<file path="config.mk">
export PLATFORM = sky130hd
export DESIGN_NAME = rs232_txd_param
export DESIGN_NICKNAME = d
export VERILOG_FILES = /design/src/rtl/rs232_txd_param.sv
export SDC_FILE = /design/constraint.sdc
export NUM_CORES = 1
export LEC_CHECK = 0
export ABC_AREA = 1
export CORE_MARGIN = 4
export CORE_UTILIZATION = 49
export CTS_CLUSTER_SIZE = 30
export DETAILED_ROUTE_END_ITERATION = 8
export GPL_ROUTABILITY_DRIVEN = 0
export PLACE_DENSITY_LB_ADDON = 0.15
export SLEW_MARGIN = 10
export SYNTH_ARGS = -nofsm -noshare
export SYNTH_HDL_FRONTEND = slang
export SYNTH_SLANG_ARGS = --single-unit
</file>
<file path="constraint.sdc">
create_clock -name Clock16x -period 1.9 [get_ports Clock16x]
set_clock_uncertainty 0.2 [all_clocks]
set_input_delay 0.38 -clock Clock16x [delete_from_list [all_inputs] [get_ports Clock16x]]
set_output_delay 0.38 -clock Clock16x [all_outputs]
set_load 0.02 [all_outputs]
</file>
<file path="src/rtl/rs232_txd_param.sv">
// rs232_txd_param: parametrised RS-232 transmitter with a one-word holding buffer.
// A second word can be queued while a frame is on the line. That word is then
// sent back-to-back with the current frame, with no idle gap between them.
//
// Parameters:
//   DATA_BITS  data bits per frame (5..9)
//   PARITY     0 = none, 1 = even, 2 = odd
//   STOP_BITS  stop bits per frame (1 or 2)
//   OVERSAMPLE clock cycles per bit (>= 2)
// Ports:
//   Clock16x  oversampled baud clock, rising edge
//   Reset     asynchronous active-high reset
//   Send      transmit request; only its rising edge matters
//   DataIn    word to send, sampled on the accept edge
//   Txd       serial line, idle high
//   Busy      high while a frame is on the line
//   Ready     high while the holding buffer is empty
//   Done      one-cycle pulse after a frame's last stop bit
module rs232_txd_param #(
  parameter int unsigned DATA_BITS  = 8,
  parameter int unsigned PARITY     = 0,
  parameter int unsigned STOP_BITS  = 1,
  parameter int unsigned OVERSAMPLE = 16
) (
  input  logic                 Clock16x,
  input  logic                 Reset,
  input  logic                 Send,
  input  logic [DATA_BITS-1:0] DataIn,
  output logic                 Txd,
  output logic                 Busy,
  output logic                 Ready,
  output logic                 Done
);

  localparam int unsigned TW     = (OVERSAMPLE > 1) ? $clog2(OVERSAMPLE) : 1;
  localparam int unsigned BC_MAX = (DATA_BITS > STOP_BITS) ? DATA_BITS : STOP_BITS;
  localparam int unsigned BW     = (BC_MAX > 1) ? $clog2(BC_MAX) : 1;

  typedef enum logic [2:0] {
    ST_IDLE   = 3'd0,
    ST_START  = 3'd1,
    ST_DATA   = 3'd2,
    ST_PARITY = 3'd3,
    ST_STOP   = 3'd4
  } state_t;

  state_t               state_q, state_d;
  logic [TW-1:0]        timer_q, timer_d;
  logic [BW-1:0]        bitcnt_q, bitcnt_d;
  logic [DATA_BITS-1:0] shreg_q, shreg_d;
  logic                 parity_q, parity_d;
  logic [DATA_BITS-1:0] buf_q, buf_d;
  logic                 buf_full_q, buf_full_d;
  logic                 send_q, send_d;
  logic                 txd_q, txd_d;
  logic                 busy_q, busy_d;
  logic                 ready_q, ready_d;
  logic                 done_q, done_d;

  logic                 accept;
  logic                 bit_end;
  logic                 frame_end;

  // Parity bit for a word. Odd parity is the inverse of even parity.
  function automatic logic parity_of(input logic [DATA_BITS-1:0] w);
    return (^w) ^ 1'(PARITY == 2);
  endfunction

  assign accept    = Send & ~send_q & ready_q;
  assign bit_end   = (timer_q == TW'(OVERSAMPLE - 1));
  assign frame_end = (state_q == ST_STOP) && bit_end && (bitcnt_q == BW'(STOP_BITS - 1));

  // Next-state logic for the frame sequencer, the holding buffer and the registered outputs.
  always_comb begin
    state_d    = state_q;
    timer_d    = timer_q;
    bitcnt_d   = bitcnt_q;
    shreg_d    = shreg_q;
    parity_d   = parity_q;
    buf_d      = buf_q;
    buf_full_d = buf_full_q;
    send_d     = Send;
    done_d     = 1'b0;

    case (state_q)
      ST_IDLE: begin
        timer_d  = '0;
        bitcnt_d = '0;
        if (accept) begin
          shreg_d  = DataIn;
          parity_d = parity_of(DataIn);
          state_d  = ST_START;
        end
      end
      ST_START: begin
        if (bit_end) begin
          timer_d  = '0;
          bitcnt_d = '0;
          state_d  = ST_DATA;
        end else begin
          timer_d = timer_q + TW'(1);
        end
      end
      ST_DATA: begin
        if (bit_end) begin
          timer_d = '0;
          shreg_d = {1'b0, shreg_q[DATA_BITS-1:1]};
          if (bitcnt_q == BW'(DATA_BITS - 1)) begin
            bitcnt_d = '0;
            state_d  = (PARITY != 0) ? ST_PARITY : ST_STOP;
          end else begin
            bitcnt_d = bitcnt_q + BW'(1);
          end
        end else begin
          timer_d = timer_q + TW'(1);
        end
      end
      ST_PARITY: begin
        if (bit_end) begin
          timer_d  = '0;
          bitcnt_d = '0;
          state_d  = ST_STOP;
        end else begin
          timer_d = timer_q + TW'(1);
        end
      end
      ST_STOP: begin
        if (bit_end) begin
          timer_d = '0;
          if (frame_end) begin
            // Last stop bit is done. Chain the next word directly into a start bit, if one is waiting.
            done_d   = 1'b1;
            bitcnt_d = '0;
            if (buf_full_q) begin
              shreg_d    = buf_q;
              parity_d   = parity_of(buf_q);
              buf_full_d = 1'b0;
              state_d    = ST_START;
            end else if (accept) begin
              shreg_d  = DataIn;
              parity_d = parity_of(DataIn);
              state_d  = ST_START;
            end else begin
              state_d = ST_IDLE;
            end
          end else begin
            bitcnt_d = bitcnt_q + BW'(1);
          end
        end else begin
          timer_d = timer_q + TW'(1);
        end
      end
      default: begin
        state_d  = ST_IDLE;
        timer_d  = '0;
        bitcnt_d = '0;
      end
    endcase

    // A word that arrives mid-frame is parked in the buffer.
    if (accept && (state_q != ST_IDLE) && !frame_end) begin
      buf_d      = DataIn;
      buf_full_d = 1'b1;
    end

    busy_d  = (state_d != ST_IDLE);
    ready_d = ~buf_full_d;
    case (state_d)
      ST_START:  txd_d = 1'b0;
      ST_DATA:   txd_d = shreg_d[0];
      ST_PARITY: txd_d = parity_d;
      default:   txd_d = 1'b1;
    endcase
  end

  // State and output registers. SendQ resets high, so a Send held through reset is not seen as an edge.
  always_ff @(posedge Clock16x or posedge Reset) begin
    if (Reset) begin
      state_q    <= ST_IDLE;
      timer_q    <= '0;
      bitcnt_q   <= '0;
      shreg_q    <= '0;
      parity_q   <= 1'b0;
      buf_q      <= '0;
      buf_full_q <= 1'b0;
      send_q     <= 1'b1;
      txd_q      <= 1'b1;
      busy_q     <= 1'b0;
      ready_q    <= 1'b1;
      done_q     <= 1'b0;
    end else begin
      state_q    <= state_d;
      timer_q    <= timer_d;
      bitcnt_q   <= bitcnt_d;
      shreg_q    <= shreg_d;
      parity_q   <= parity_d;
      buf_q      <= buf_d;
      buf_full_q <= buf_full_d;
      send_q     <= send_d;
      txd_q      <= txd_d;
      busy_q     <= busy_d;
      ready_q    <= ready_d;
      done_q     <= done_d;
    end
  end

  assign Txd   = txd_q;
  assign Busy  = busy_q;
  assign Ready = ready_q;
  assign Done  = done_q;

endmodule

</file>
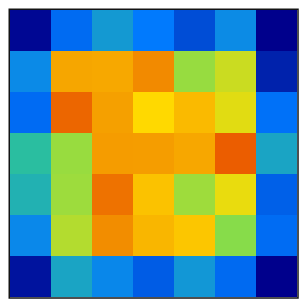
*Placement density heat map*
Scale: 4 px per µm. 7 x 7 tiles, from dark blue (low) to red (high), 0 to 100% covered.
- tiles over 75% full: 33%
- nearly empty tiles: 6.1%
- fullest tile: 90%

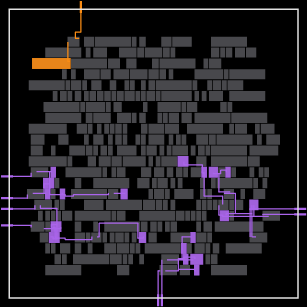
*Wires at chosen ports, followed through buffers*
Scale: 4 px per µm.
- orange: Txd (direction output; edge top; end cells 1; buffers 1; wire 14.3 µm)
- purple: DataIn (direction input; edge 4 left, 2 bottom, 2 right; end cells 22; buffers 12; wire 259 µm)

cell type report:
type	count	area, µm²
repair buffers	45	408
well taps	48	60.1
inverters	42	161
flip-flops and latches	33	830
fillers	321	1170
clock buffers	8	90.1
multi-input cells	190	1080
routing by layer:
layer	vias to the layer above	track usage [%]	part of all wire, %
li1	943	-	-
met1	826	24.9	46
met2	40	30.5	46
met3	10	5.47	5.9
met4	0	6.26	1.9
met5	-	0	0
registers in the layout, summed over array words and instances, names as in the netlist, 3 cells and up:
name / count
timer_q: 4
bitcnt_q: 3
state_q: 3
shreg_q: 8
buf_q: 8
cells by family after synthesis:
kind of cell    count (synthesis)  synth area share (%)
simple gates                  137                  31.8
buf+inv                        43                  8.27
compound gates                 39                  11.5
flops                          33                  41.5
xor+xnor                       10                  4.39
fa+ha+maj                       4                  2.51
report_power, final:
group	switching, mW	internal [mW]
logic	0.337	0.265
clock network	0.249	0.295
registers	0.127	0.800
total	0.712	1.36
worst max-delay path: stages:
cell	delay, ns
clkdlybuf4s50_1	0.48
nand3b_1	0.15
nand2_1	0.09
o21ai_0	0.12
nand2_1	0.08
o21ai_0	0.12
a21oi_2	0.15
nand3_2	0.09
a21oi_1	0.13
nand2_1	0.07
timing repair:
action / CTS / global route
gates resized: 4 / 30
pin swaps: 3 / 3
hold buffers: 0 / 0
setup buffers: 3 / 5
setup endpoints to repair: 9 / 19
worst max path at each step:
stage	startpoint	to	slack, ns	depth (start not counted)
floorplan	timer_q[0]	buf_q[0]	0.09	10
global placement	DataIn[1]	Txd	-0.18	14
detailed placement	DataIn[1]	Txd	-0.21	14
CTS	state_q[1]	Txd	0.03	11
global route	Send	Txd	-0.05	10
finish	Send	Txd	0.06	10
==> Slide: Implementation Results <==
Synthesis and Place & Route Summary

Outcome
  • Status: finished clean

Setup path
  • Critical path data arrival time: 1.86 ns

Final timing
  • Relative max-transition margin: 80.9%
  • Final Hold Fails: 0
  • Max-slew violation count: 0
  • Setup violations, final: 0
  • Final Hold Slack: 0.233 ns

Detailed routing
  • Iteration tally of the first detailed-router pass: 5
  • Per-cell routed wire length: 12.5 µm
  • Routed vias/inst: 4.97
  • Routed Antenna Nets: 0

GRT
  • GRT overflow: 0
  • First-pass GRT wire length: 7740 µm

Floorplan
  • Floorplan Utilization: 52.6%
  • Die span in y: 71.8 µm
  • DIE WIDTH: 71.8 µm

Final layout
  • Share of layout cells above drive strength 1: 23.9%
  • N_diodes: 0
  • Area Overhead vs Synth: 31.6%

Synthesis
  • Top cell area share: 37.6%
  • Leading area contributor after synthesis: dfrtp_1
  • Cell Area, Synth: 2000 µm²
  • Syn_area_per_cell: 7.51 µm²
  • Yosys stat cell total: 266
  • Top cells by area, synth: dfrtp_1 38%, nand2_1 16%, inv_1 7.1%, o21ai_0 4.0%, dfstp_2 3.9%
  • Post-synth EDFFs: 0

Clock network
  • Clock Sinks: 33
  • Root Buffer: clkbuf_8

Pwr
  • Final Power: 2.07 mW

Flow run
  • Stage-log warning count: 27

Min path
  • Hold Crit Class: input pin to async pin
Power and IR drop assume default switching activity.
